**Run 1: a small window of the routed layout**

Region (114, 114) to (134, 134) um. Cells in grey, sequential cells in the stronger grey; small squares are vias.
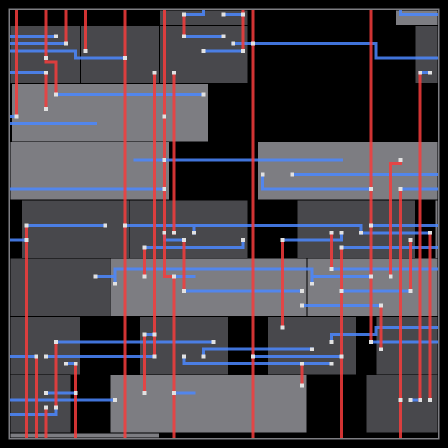
**Run 1: clock nets**

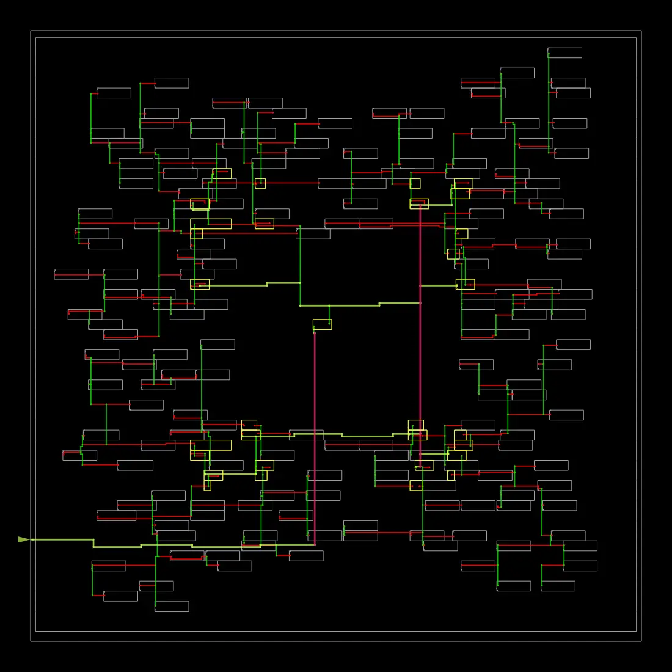
**Run 1: port wiring**

Drawn at 2 px/um.
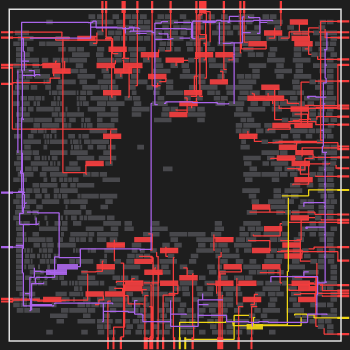
## src/rtl/stream_pkg.sv

```systemverilog
// ---------------------------------------------------------------------------
// stream_pkg
//   Types shared by the packet-stream blocks of the readout path.
//   - DATA_W      : default stream beat width.
//   - arb_state_t : packet arbiter state encoding.
//   - axis_beat_t : one framed stream beat (data + first/last markers).
//                   Also used by other stream blocks.
// ---------------------------------------------------------------------------
package stream_pkg;

  localparam int DATA_W = 64;

  typedef enum logic [0:0] {
    ARB_IDLE = 1'b0,
    ARB_BUSY = 1'b1
  } arb_state_t;

  typedef struct packed {
    logic [DATA_W-1:0] tdata;
    logic              tfirst;
    logic              tlast;
  } axis_beat_t;

endpackage

```

## src/rtl/stream_pkt_arbiter_if.sv

```systemverilog
// ---------------------------------------------------------------------------
// stream_pkt_arbiter_if
//   Bundles the NUM_SRC source streams and the single merged sink stream of
//   the packet arbiter.
//   Source side (per source i):
//     s_tdata[i], s_tfirst[i], s_tlast[i], s_tvalid[i]  -> arbiter
//     s_tready[i]                                       <- arbiter
//   Sink side:
//     m_tdata, m_tfirst, m_tlast, m_tvalid              <- arbiter
//     m_tready                                          -> arbiter
//   Modports:
//     slave  : the arbiter (consumes sources, produces the merged stream)
//     master : the environment (drives sources, sinks the merged stream)
// ---------------------------------------------------------------------------
interface stream_pkt_arbiter_if #(
  parameter int NUM_SRC = 4,
  parameter int DATA_W  = 64
);

  logic [NUM_SRC-1:0][DATA_W-1:0] s_tdata;
  logic [NUM_SRC-1:0]             s_tfirst;
  logic [NUM_SRC-1:0]             s_tlast;
  logic [NUM_SRC-1:0]             s_tvalid;
  logic [NUM_SRC-1:0]             s_tready;

  logic [DATA_W-1:0]              m_tdata;
  logic                           m_tfirst;
  logic                           m_tlast;
  logic                           m_tvalid;
  logic                           m_tready;

  modport slave (
    input  s_tdata, s_tfirst, s_tlast, s_tvalid,
    output s_tready,
    output m_tdata, m_tfirst, m_tlast, m_tvalid,
    input  m_tready
  );

  modport master (
    output s_tdata, s_tfirst, s_tlast, s_tvalid,
    input  s_tready,
    input  m_tdata, m_tfirst, m_tlast, m_tvalid,
    output m_tready
  );

endinterface

```

## src/rtl/stream_pkt_arbiter_skid.sv

```systemverilog
// ---------------------------------------------------------------------------
// axis_skid_reg
//   Two-entry register slice for axis_beat_t with valid/ready on both sides.
//   Entry 0 is the output register; entry 1 (skid) catches the beat that was
//   accepted in the same cycle the sink stalled. in_ready is a pure register
//   output (not full), so there is no combinational path from out_ready to
//   in_ready.
//   Ports:
//     clk, rst              : clock, asynchronous active-high reset
//     in_beat/in_valid      : upstream beat and valid
//     in_ready              : upstream ready (low only while both entries full)
//     out_beat/out_valid    : registered downstream beat and valid
//     out_ready             : downstream ready
// ---------------------------------------------------------------------------
module axis_skid_reg
  import stream_pkg::*;
(
  input  logic       clk,
  input  logic       rst,
  input  axis_beat_t in_beat,
  input  logic       in_valid,
  output logic       in_ready,
  output axis_beat_t out_beat,
  output logic       out_valid,
  input  logic       out_ready
);

  axis_beat_t skid_beat;
  logic       skid_valid;
  logic       push;
  logic       pop;

  // The skid entry only ever fills behind a valid output entry, so "full"
  // is exactly skid_valid.
  assign in_ready = ~skid_valid;
  assign push     = in_valid & in_ready;
  assign pop      = out_valid & out_ready;

  // NOTE: sequential state uses non-blocking assignments so every register
  // samples pre-edge values regardless of block evaluation order.
  always_ff @(posedge clk or posedge rst) begin
    if (rst) begin
      // NOTE: the data registers are reset as well because the merged stream
      // must present all-zero data/markers out of reset, not just tvalid = 0.
      out_valid  <= 1'b0;
      out_beat   <= '0;
      skid_valid <= 1'b0;
      skid_beat  <= '0;
    end else begin
      if (skid_valid) begin
        // Full: upstream is stalled; drain the skid entry into the output.
        if (pop) begin
          out_beat   <= skid_beat;
          skid_valid <= 1'b0;
        end
      end else if (push) begin
        if (!out_valid || pop) begin
          // Output entry free (or freeing this edge): beat goes straight out.
          out_beat  <= in_beat;
          out_valid <= 1'b1;
        end else begin
          // Sink stalled with the output entry occupied: park the beat.
          skid_beat  <= in_beat;
          skid_valid <= 1'b1;
        end
      end else if (pop) begin
        out_valid <= 1'b0;
      end
    end
  end

endmodule

```

## src/rtl/stream_pkt_arbiter.sv

```systemverilog
// ---------------------------------------------------------------------------
// stream_pkt_arbiter
//   Packet-level round-robin arbiter merging NUM_SRC framed ADC streams onto
//   one readout FIFO stream. A granted source keeps the output until its
//   tlast beat is accepted, so beats of different packets never interleave.
//   Masked sources (src_ena = 0) are skipped at arbitration time only.
//   Output passes through a 2-entry registered skid stage.
//   Ports:
//     clk, rst     : clock, asynchronous active-high reset
//     src_ena      : per-source arbitration enable (sampled in IDLE only)
//     bus          : source streams in, merged stream out (slave modport)
//     grant_valid  : a packet is currently locked
//     grant_id     : locked source index (holds last value while idle)
//     pkt_count    : completed packets forwarded, wrapping at 2^32
// ---------------------------------------------------------------------------
module stream_pkt_arbiter
  import stream_pkg::*;
#(
  parameter  int NUM_SRC = 4,
  parameter  int DATA_W  = stream_pkg::DATA_W,
  localparam int SRC_W   = $clog2(NUM_SRC)
) (
  input  logic                 clk,
  input  logic                 rst,
  input  logic [NUM_SRC-1:0]   src_ena,
  stream_pkt_arbiter_if.slave  bus,
  output logic                 grant_valid,
  output logic [SRC_W-1:0]     grant_id,
  output logic [31:0]          pkt_count
);

  localparam logic [0:0]     ST_IDLE    = ARB_IDLE;
  localparam logic [0:0]     ST_BUSY    = ARB_BUSY;
  localparam logic [SRC_W:0] NUM_SRC_EW = (SRC_W+1)'(NUM_SRC);

  logic [0:0]         state;
  logic [SRC_W-1:0]   last_grant;
  logic [NUM_SRC-1:0] req;
  logic [SRC_W-1:0]   pick;

  logic [DATA_W-1:0]  sel_tdata;
  axis_beat_t         in_beat;
  logic               in_valid;
  logic               in_ready;
  logic               accept;
  logic               pkt_done;
  axis_beat_t         out_beat;
  logic               out_valid;

  // -------------------------------------------------------------------------
  // Round-robin selection: first requester at or after last_grant+1, with
  // wrap. The loop runs from the farthest offset down to the nearest so the
  // nearest requester is the final (winning) assignment.
  // -------------------------------------------------------------------------
  assign req = bus.s_tvalid & src_ena;

  always_comb begin
    logic [SRC_W:0] pos;
    // NOTE: every variable assigned in combinational logic gets a default
    // first, so no path leaves it unassigned and no latch is inferred.
    pick = '0;
    pos  = '0;
    for (int k = NUM_SRC; k >= 1; k--) begin
      pos = {1'b0, last_grant} + (SRC_W+1)'(k);
      if (pos >= NUM_SRC_EW) begin
        pos = pos - NUM_SRC_EW;
      end
      if (req[pos[SRC_W-1:0]]) begin
        pick = pos[SRC_W-1:0];
      end
    end
  end

  // -------------------------------------------------------------------------
  // Input mux: only the granted source reaches the skid stage, and only in
  // BUSY. src_ena is deliberately not consulted here so that disabling the
  // granted source mid-packet cannot truncate the packet.
  // -------------------------------------------------------------------------
  assign sel_tdata = bus.s_tdata[grant_id];
  assign in_valid  = (state == ST_BUSY) & bus.s_tvalid[grant_id];
  assign accept    = in_valid & in_ready;
  // tfirst is carried through untouched; packets are delimited by tlast only.
  assign pkt_done  = accept & bus.s_tlast[grant_id];

  always_comb begin
    in_beat        = '0;
    in_beat.tdata  = sel_tdata;
    in_beat.tfirst = bus.s_tfirst[grant_id];
    in_beat.tlast  = bus.s_tlast[grant_id];
  end

  always_comb begin
    bus.s_tready = '0;
    if (state == ST_BUSY) begin
      bus.s_tready[grant_id] = in_ready;
    end
  end

  assign grant_valid = (state == ST_BUSY);

  // -------------------------------------------------------------------------
  // Grant FSM and packet counter. A tlast accept always returns to IDLE for
  // one cycle; the next grant is decided on the following edge using the
  // freshly updated last_grant (the arbitration bubble).
  // -------------------------------------------------------------------------
  always_ff @(posedge clk or posedge rst) begin
    if (rst) begin
      state      <= ST_IDLE;
      grant_id   <= '0;
      last_grant <= SRC_W'(NUM_SRC - 1);  // index 0 wins the first arbitration
      pkt_count  <= '0;
    end else begin
      case (state)
        ST_IDLE: begin
          if (|req) begin
            grant_id <= pick;
            state    <= ST_BUSY;
          end
        end
        ST_BUSY: begin
          if (pkt_done) begin
            last_grant <= grant_id;
            pkt_count  <= pkt_count + 32'd1;
            state      <= ST_IDLE;
          end
        end
        default: state <= ST_IDLE;
      endcase
    end
  end

  // -------------------------------------------------------------------------
  // Registered output stage toward the FIFO.
  // -------------------------------------------------------------------------
  axis_skid_reg u_skid (
    .clk       (clk),
    .rst       (rst),
    .in_beat   (in_beat),
    .in_valid  (in_valid),
    .in_ready  (in_ready),
    .out_beat  (out_beat),
    .out_valid (out_valid),
    .out_ready (bus.m_tready)
  );

  assign bus.m_tdata  = out_beat.tdata;
  assign bus.m_tfirst = out_beat.tfirst;
  assign bus.m_tlast  = out_beat.tlast;
  assign bus.m_tvalid = out_valid;

endmodule

```

## src/flat_wrapper.sv

```systemverilog
// flat-port wrapper written by rule: the top's interface ports become plain ports
module stream_pkt_arbiter_flat import stream_pkg::*;
#(
  parameter  int NUM_SRC = 4,
  parameter  int DATA_W  = stream_pkg::DATA_W,
  localparam int SRC_W   = $clog2(NUM_SRC)
)
  (clk, rst, src_ena, grant_valid, grant_id, pkt_count, bus_s_tdata, bus_s_tfirst, bus_s_tlast, bus_s_tvalid, bus_s_tready, bus_m_tdata, bus_m_tfirst, bus_m_tlast, bus_m_tvalid, bus_m_tready);
  stream_pkt_arbiter_if #(.NUM_SRC(NUM_SRC), .DATA_W(DATA_W)) bus_i ();
  input  logic clk;
  input  logic rst;
  input  logic [NUM_SRC-1:0] src_ena;
  output logic grant_valid;
  output logic [SRC_W-1:0] grant_id;
  output logic [31:0] pkt_count;
  input wire logic [$bits(bus_i.s_tdata)-1:0] bus_s_tdata;
  input wire logic [$bits(bus_i.s_tfirst)-1:0] bus_s_tfirst;
  input wire logic [$bits(bus_i.s_tlast)-1:0] bus_s_tlast;
  input wire logic [$bits(bus_i.s_tvalid)-1:0] bus_s_tvalid;
  output wire logic [$bits(bus_i.s_tready)-1:0] bus_s_tready;
  output wire logic [$bits(bus_i.m_tdata)-1:0] bus_m_tdata;
  output wire logic [$bits(bus_i.m_tfirst)-1:0] bus_m_tfirst;
  output wire logic [$bits(bus_i.m_tlast)-1:0] bus_m_tlast;
  output wire logic [$bits(bus_i.m_tvalid)-1:0] bus_m_tvalid;
  input wire logic [$bits(bus_i.m_tready)-1:0] bus_m_tready;
  assign bus_i.s_tdata = bus_s_tdata;
  assign bus_i.s_tfirst = bus_s_tfirst;
  assign bus_i.s_tlast = bus_s_tlast;
  assign bus_i.s_tvalid = bus_s_tvalid;
  assign bus_s_tready = bus_i.s_tready;
  assign bus_m_tdata = bus_i.m_tdata;
  assign bus_m_tfirst = bus_i.m_tfirst;
  assign bus_m_tlast = bus_i.m_tlast;
  assign bus_m_tvalid = bus_i.m_tvalid;
  assign bus_i.m_tready = bus_m_tready;
  stream_pkt_arbiter #(.NUM_SRC(NUM_SRC), .DATA_W(DATA_W)) u_core (.clk(clk), .rst(rst), .src_ena(src_ena), .bus(bus_i), .grant_valid(grant_valid), .grant_id(grant_id), .pkt_count(pkt_count));
endmodule
```

## config.mk

```make
export PLATFORM = sky130hd
export DESIGN_NAME = stream_pkt_arbiter_flat
export DESIGN_NICKNAME = d
export VERILOG_FILES = /design/src/rtl/stream_pkg.sv /design/src/rtl/stream_pkt_arbiter_if.sv /design/src/rtl/stream_pkt_arbiter_skid.sv /design/src/rtl/stream_pkt_arbiter.sv /design/src/flat_wrapper.sv
export SDC_FILE = /design/constraint.sdc
export NUM_CORES = 1
export LEC_CHECK = 0
export CAP_MARGIN = 20
export CORE_MARGIN = 1
export CORE_UTILIZATION = 35
export CTS_BUF_LIST = sky130_fd_sc_hd__clkbuf_4 sky130_fd_sc_hd__clkbuf_8
export CTS_CLUSTER_SIZE = 10
export DETAILED_ROUTE_END_ITERATION = 10
export PLACE_DENSITY = 0.67
export SYNTH_ARGS = -nofsm -noshare
export SYNTH_HDL_FRONTEND = slang
export SYNTH_HIERARCHICAL = 1
export SYNTH_SLANG_ARGS = --single-unit
```

## constraint.sdc

```tcl
create_clock -name clk -period 7.1 [get_ports clk]
set_input_delay 1.065 -clock clk [delete_from_list [all_inputs] [get_ports clk]]
set_output_delay 1.065 -clock clk [all_outputs]
set_load 0.02 [all_outputs]
```

==> qor.txt, run 1 <==
status -> finished, final reports clean
Combinational Power Share -> 32.5%
Top Layout Cells -> clkdlybuf4s50_1 (380), dfrtp_1 (166), mux2_2 (165)
XOR/XNOR Area Share -> 2.91%
GR Layer Usage met1 -> 23.1%
Switching Share -> 30.6%
Root Driver -> clkbuf_8
Met1 Wirelength -> 10300 um
total gr overflow -> 0
switching power total -> 0.000794 W
min-delay worst type -> reg -> reg
Static Leak -> 6.03 nW
Synth Warn # -> 6
top cell category -> multi-input combinational cells
simple share -> 5.09%
Final HPWL DP -> 18600 um
layout cells sized above 1 -> 31.3%
Post-Place Cell Area -> 13400 um^2
GP Congestion -> 0.843
minimum hold slack -> 0.481 ns
worst vdd ir -> 0.000172 V
H-tree depth -> 4
Post-synth top cells -> dfrtp_1 (169), mux2_2 (165), mux4_2 (66)
Cell Count, Final, Fillers Out -> 1342
Hold Path End -> u_core/pkt_count[31]
DRC -> 0
GRT Max-Usage Layer -> met2
Area Overhead vs Synth -> 47.9%
Max power group -> registers
die extent in x -> 165 um
reg2reg setup slack -> 3.97 ns
R2R depth -> 7
hold_buf cts -> 0
Final Max Tran Viols -> 0
flop and latch count out of synthesis -> 171
clk_lat worst skew -> 0.44 ns
Fillers -> 2264
Clock Tree Buf Depth -> 2
drt total wl -> 25500 um
pwr dens -> 188 nW/um^2
CTS tree -> done
Worst path top cell family by delay -> buffers and inverters
most frequent logic cell in the layout -> clkdlybuf4s50_1
OpenROAD warning count -> 26
slowest CP cell -> buf_4
Clock Power Share -> 27.1%
RSZ-0062 raised after global routing -> no
ClkCell Share -> 2.86%
combinational share of cell area -> 34.6%
met3 wire len -> 2200 um
met2 Resource Use GR -> 32.1%
Max Used Layer -> met5
P_seq -> 0.00105 W
Initial Util -> 35.7%
MaxCap Viol Count -> 0
global-route met3 utilization -> 5.34%
ys flop type -> dfrtp_1
Ant. Diodes -> 0
worst r2r dst -> u_core/u_skid/out_beat[62]
max incr delay on CP -> 0.75 ns
hold path depth -> 1
combinational power -> 0.000842 W
Placed Cells -> 1311
die area -> 27300 um^2
gr usage total -> 18.7%
Routed wire per std cell -> 19.0 um
Critical Path Sink Type -> output port
Multi-In Gates -> 407
Worst setup startpoint -> u_core/grant_id[1]
Mapped Area -> 9320 um^2
final worst path period need -> 3.79 ns
Area leader share -> 45.4%
Well Taps -> 335
Flop area -> 4290 um^2
Worst EP required -> 6.03 ns
top cells by area -> dfrtp_1 (45%), mux2_2 (20%), mux4_2 (16%), mux2_4 (4.8%), xor2_1 (1.7%)
WP depth -> 4
largest net degree at the start of global routing -> 71
Initial DRC Count -> 238
hold path start -> u_core/pkt_count[31]
clock slew at reported path FFs -> 0.10 ns
fin util -> 52.9%
mean area per synthesized cell -> 14.9 um^2
post-CTS resize count -> 0
die height -> 165 um
comb. cell area -> 4770 um^2
initial antenna violation count -> 1
Internal -> 0.00180 W
Yosys Instances -> 627
# clk buffers -> 17
global-route wire length before repair -> 38000 um
number of enable flip-flop cells -> 0
drt pass-1 iters -> 4
Setup crit start kind -> flop
core box area -> 26100 um^2
Synth area leader -> dfrtp_1
Unique cell types -> 41
Vias/cell -> 5.04
flop share of the area -> 31.2%
Crit path buffers/inverters -> 3
sequential share of the synthesized area -> 46.0%
row cnt -> 59
Setup Fix Bufs, Post-CTS -> 0
TNS Setup -> 0 ns
Post-Synthesis Cells -> 627
overall power -> 0.00259 W
biggest regs -> u_core/u_skid/out_beat (66), u_core/u_skid/skid_beat (66), u_core/pkt_count (32)
Data arrival, critical path -> 2.73 ns
upper clock frequency limit -> 264 MHz
Finished Cell Area -> 13800 um^2
Clk. pwr -> 0.000704 W
CP endpoint -> bus_s_tready[2]
syn nets -> 903
met2 wire len -> 12800 um
CTS Buf Count -> 17
Tightest Pin Transition -> 0.967 ns
asr flop ratio synth -> 100%
adder share -> 0.134%
top-count cell post-synth -> dfrtp_1
final hold vios -> 0
final worst slack -> 3.31 ns
Yosys chip area -> 9320 um^2
Setup CP Type -> reg -> out
aoi share -> 1.45%
Antenna Nets Post-Route -> 0
nets@finish -> 1271
Top logic family -> multiplexers
Tcrit/Tclk final -> 53.4%
vias in the first global route -> 6914
About 'a small window of the routed layout':
Key: blue = M1; red = M2
Most frequent: dfrtp_1 (6), mux2_2 (5), mux2_4 (3). Netlist names of flops here include u_core/u_skid/out_beat (3), u_core/u_skid/skid_beat (3). Sequential cells in the window: 6. 18 logic cells have their middle in the window.

About 'clock nets':
clk sinks: 171
clk_skew: 0.0170 ns
Flops: 171

About 'port wiring':
Key: yellow = bus_s_tfirst [direction input, end cells 1, buffers 4, wire 253 um]; red = bus_m_tdata [direction output, end cells 64, buffers 64, wire 2870 um]; purple = grant_id [direction output, end cells 2, buffers 3, wire 1470 um]
IO Port Bufs: 380
io pins: 381

**Run 1: wiring by layer**

Drawn at 3 px/um. Two of the layers only.
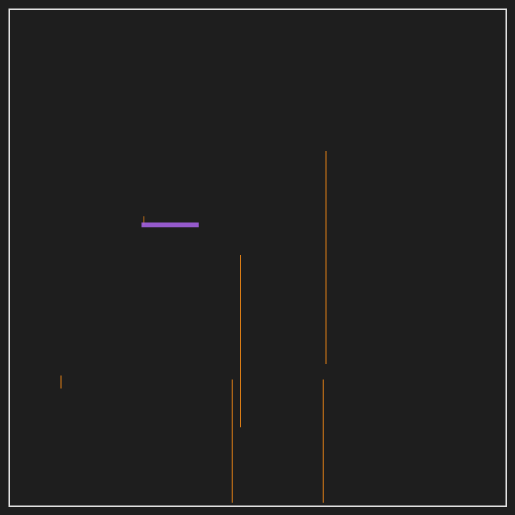

==> run 2, diff against run 1 <==
==> constraint.sdc (replaced) <==
create_clock -name clk -period 3.8 [get_ports clk]
set_input_delay 0.57 -clock clk [delete_from_list [all_inputs] [get_ports clk]]
set_output_delay 0.57 -clock clk [all_outputs]
set_load 0.02 [all_outputs]
**Run 2: wiring by layer**

Drawn at 3 px/um. Two of the layers only.
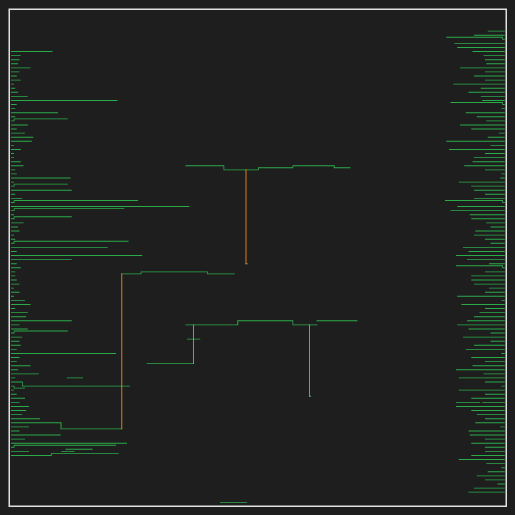
Key: orange = M4 [wire length 120 um]; green = M3 [wire length 2240 um]
Routed wire per std cell: 18.8 um
routed via count: 6715
drt total wl: 25300 um
gr usage total: 18.4%

**Run 2: port wiring**

Drawn at 2 px/um.
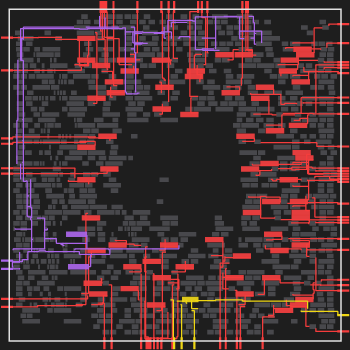
Key: yellow = bus_s_tfirst [direction input, end cells 1, buffers 4, wire 151 um]; purple = grant_id [direction output, end cells 2, buffers 2, wire 856 um]; red = bus_m_tdata [direction output, end cells 64, buffers 64, wire 2830 um]

==> qor.txt, run 2 <==
top-count cell post-synth -> dfrtp_1
initial antenna violation count -> 1
Tcrit/Tclk final -> 77.9%
TNS Setup -> 0 ns
combinational share of cell area -> 34.4%
number of enable flip-flop cells -> 0
Finished Cell Area -> 13800 um^2
global-route met3 utilization -> 5.64%
Area leader share -> 45.4%
Ant. Diodes -> 1
max incr delay on CP -> 0.84 ns
met2 Resource Use GR -> 32.3%
Initial DRC Count -> 205
Fillers -> 2268
Yosys Instances -> 627
hold path depth -> 1
GP Congestion -> 0.786
Post-synth top cells -> dfrtp_1 (169), mux2_2 (165), mux4_2 (66)
clk sinks -> 171
flop and latch count out of synthesis -> 171
Mapped Area -> 9320 um^2
status -> finished, final reports clean
upper clock frequency limit -> 338 MHz
worst r2r dst -> u_core/u_skid/skid_beat[24]
final hold vios -> 0
switching power total -> 0.00147 W
biggest regs -> u_core/u_skid/out_beat (66), u_core/u_skid/skid_beat (66), u_core/pkt_count (32)
global-route wire length before repair -> 38000 um
WP depth -> 3
syn nets -> 903
XOR/XNOR Area Share -> 2.91%
total gr overflow -> 0
DRC -> 0
asr flop ratio synth -> 100%
largest net degree at the start of global routing -> 135
Worst path top cell family by delay -> flip-flops
worst vdd ir -> 0.000215 V
met3 wire len -> 2240 um
Clock Tree Buf Depth -> 2
Hold Path End -> u_core/pkt_count[31]
drt pass-1 iters -> 4
row cnt -> 59
die extent in x -> 165 um
flop share of the area -> 31.0%
most frequent logic cell in the layout -> clkdlybuf4s50_1
Worst setup startpoint -> u_core/grant_id[0]
Root Driver -> clkbuf_8
Synth area leader -> dfrtp_1
die area -> 27300 um^2
reg2reg setup slack -> 1.16 ns
Clk. pwr -> 0.00134 W
GR Layer Usage met1 -> 22.2%
mean area per synthesized cell -> 14.9 um^2
Top Layout Cells -> clkdlybuf4s50_1 (380), dfrtp_1 (166), mux2_2 (165)
MaxCap Viol Count -> 0
nets@finish -> 1271
Synth Warn # -> 6
Initial Util -> 35.7%
Setup CP Type -> reg -> out
layout cells sized above 1 -> 31.3%
Setup Fix Bufs, Post-CTS -> 0
Antenna Nets Post-Route -> 0
ys flop type -> dfrtp_1
Max Used Layer -> met4
Well Taps -> 335
Met1 Wirelength -> 10100 um
vias in the first global route -> 6974
Combinational Power Share -> 31.3%
min-delay worst type -> reg -> reg
# clk buffers -> 19
final worst slack -> 0.839 ns
Switching Share -> 30.1%
GRT Max-Usage Layer -> met2
Setup crit start kind -> flop
Cell Count, Final, Fillers Out -> 1344
CTS Buf Count -> 17
Post-Synthesis Cells -> 627
combinational power -> 0.00152 W
top cells by area -> dfrtp_1 (45%), mux2_2 (20%), mux4_2 (16%), mux2_4 (4.8%), xor2_1 (1.7%)
sequential share of the synthesized area -> 46.0%
R2R depth -> 7
Clock Power Share -> 27.4%
**Run 2: a small window of the routed layout**

Region (114, 114) to (134, 134) um. Cells in grey, sequential cells in the stronger grey; small squares are vias.
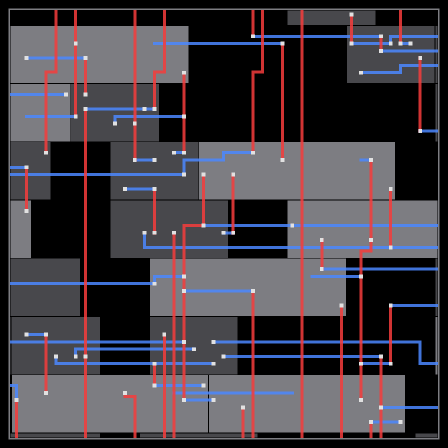
Key: blue = M1; red = M2
14 logic cells have their middle in the window. Netlist names of flops here include u_core/u_skid/skid_beat (4), u_core/u_skid/out_beat (2). Sequential cells in the window: 6. Most frequent: dfrtp_1 (6), mux2_2 (5).

**Run 2: clock nets**

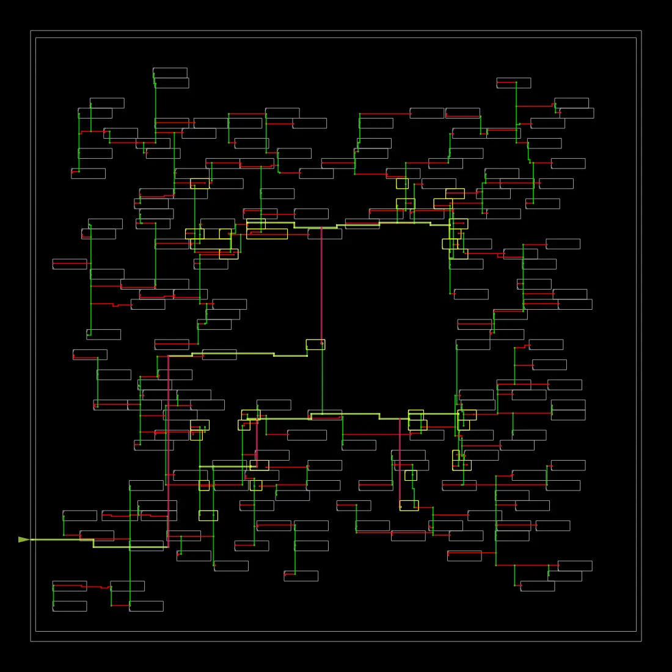

==> run 3, diff against run 2 <==
==> constraint.sdc (replaced) <==
create_clock -name clk -period 2.75 [get_ports clk]
set_input_delay 0.4125 -clock clk [delete_from_list [all_inputs] [get_ports clk]]
set_output_delay 0.4125 -clock clk [all_outputs]
set_load 0.02 [all_outputs]
**Run 3: clock nets**

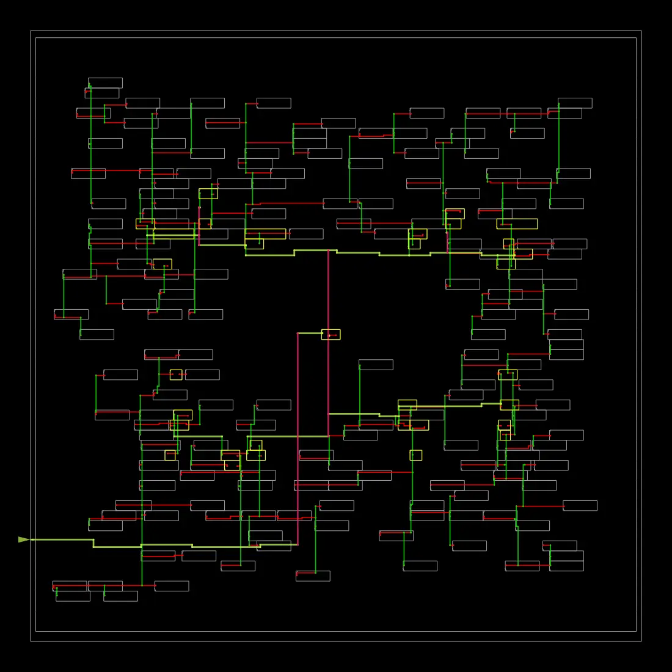
# clk buffers: 19
clk_lat worst skew: 0.45 ns
CTS Buf Count: 17
Clk. pwr: 0.00193 W
clk_skew: 0.0164 ns

**Run 3: a small window of the routed layout**

Region (114, 114) to (134, 134) um. Cells in grey, sequential cells in the stronger grey; small squares are vias.
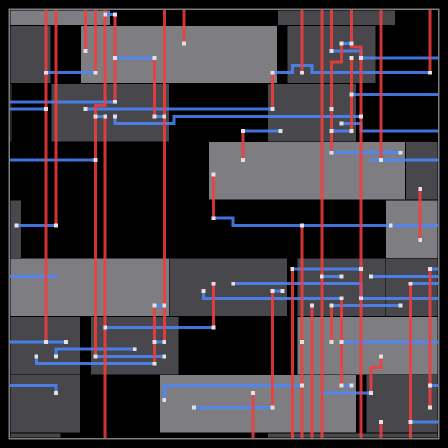
Key: red = M2; blue = M1
Sequential cells in the window: 5. Most frequent: mux2_2 (7), dfrtp_1 (5), mux2_4 (2). 16 logic cells have their middle in the window. Netlist names of flops here include u_core/u_skid/skid_beat (3), u_core/u_skid/out_beat (2).

**Run 3: port wiring**

Drawn at 2 px/um.
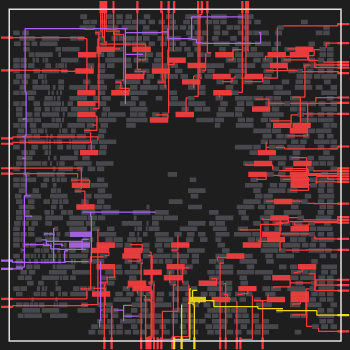
Key: purple = grant_id [direction output, end cells 2, buffers 3, wire 633 um]; red = bus_m_tdata [direction output, end cells 64, buffers 64, wire 2850 um]; yellow = bus_s_tfirst [direction input, end cells 1, buffers 4, wire 161 um]

==> qor.txt, run 3 <==
status -> finished, final reports clean
top cell category -> multi-input combinational cells
final hold vios -> 0
Static Leak -> 6.12 nW
Routed wire per std cell -> 18.6 um
max incr delay on CP -> 0.62 ns
final worst path period need -> 2.54 ns
Multi-In Gates -> 407
flop share of the area -> 30.7%
core box area -> 26100 um^2
post-CTS resize count -> 0
top-count cell post-synth -> dfrtp_1
TNS Setup -> 0 ns
Max Used Layer -> met4
Initial Util -> 35.7%
global-route wire length before repair -> 38300 um
hold_buf cts -> 0
min-delay worst type -> in -> async
io pins -> 381
total gr overflow -> 0
sequential share of the synthesized area -> 46.0%
OpenROAD warning count -> 28
clk sinks -> 171
Worst EP required -> 2.34 ns
Vias/cell -> 4.98
nets@finish -> 1279
ClkCell Share -> 3.08%
Post-Place Cell Area -> 13600 um^2
Max power group -> registers
Mapped Area -> 9320 um^2
met2 Resource Use GR -> 32.8%
syn nets -> 903
aoi share -> 1.45%
layout cells sized above 1 -> 31.9%
P_seq -> 0.00262 W
GP Congestion -> 0.835
adder share -> 0.134%
upper clock frequency limit -> 394 MHz
Crit path buffers/inverters -> 1
Unique cell types -> 41
GR Layer Usage met1 -> 21.9%
die height -> 165 um
Setup crit start kind -> flop
Post-Synthesis Cells -> 627
Internal -> 0.00483 W
Area Overhead vs Synth -> 50.2%
met2 wire len -> 12600 um
Combinational Power Share -> 33.9%
die area -> 27300 um^2
switching power total -> 0.00205 W
Setup CP Type -> reg -> out
Met1 Wirelength -> 9960 um
final worst slack -> 0.213 ns
Critical Path Sink Type -> output port
overall power -> 0.00687 W
Well Taps -> 335
Final HPWL DP -> 19200 um
Post-synth top cells -> dfrtp_1 (169), mux2_2 (165), mux4_2 (66)
MaxCap Viol Count -> 0
Area leader share -> 45.4%
Flops -> 171
Worst setup startpoint -> u_core/grant_id[0]
top cells by area -> dfrtp_1 (45%), mux2_2 (20%), mux4_2 (16%), mux2_4 (4.8%), xor2_1 (1.7%)
global-route met3 utilization -> 5.77%
initial antenna violation count -> 0
die extent in x -> 165 um
met3 wire len -> 2300 um
minimum hold slack -> 0.409 ns
Placed Cells -> 1319
combinational share of cell area -> 34.1%
drt total wl -> 25100 um
Finished Cell Area -> 14000 um^2
Synth area leader -> dfrtp_1
Initial DRC Count -> 189
XOR/XNOR Area Share -> 2.91%
WP depth -> 3
Antenna Nets Post-Route -> 0
Fillers -> 2241
reg2reg setup slack -> 0.51 ns
mean area per synthesized cell -> 14.9 um^2
Final Max Tran Viols -> 0
number of enable flip-flop cells -> 0
clock slew at reported path FFs -> 0.10 ns
vias in the first global route -> 7097
Synth Warn # -> 6

==> notes/layouts.md <==
Pictures saved along the way, in no particular order.

Signal wires on met2.
Drawn at 2 px/um.
panel A
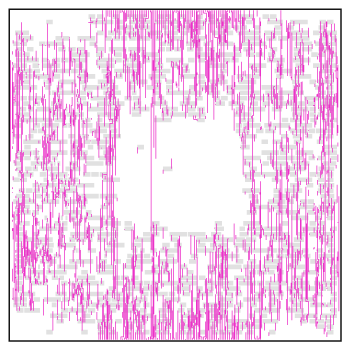
panel B
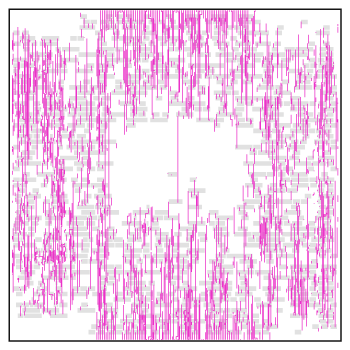
run 1: panel A
run 3: panel B

Key to panel B:
The wires run mostly vertical. The layer holds 50% of the routed length. 1193 nets have wire on it. The layer carries 12600 um of wire. The longest straight run is 91.5 um.

Power is estimated from default activity; no workload was simulated.
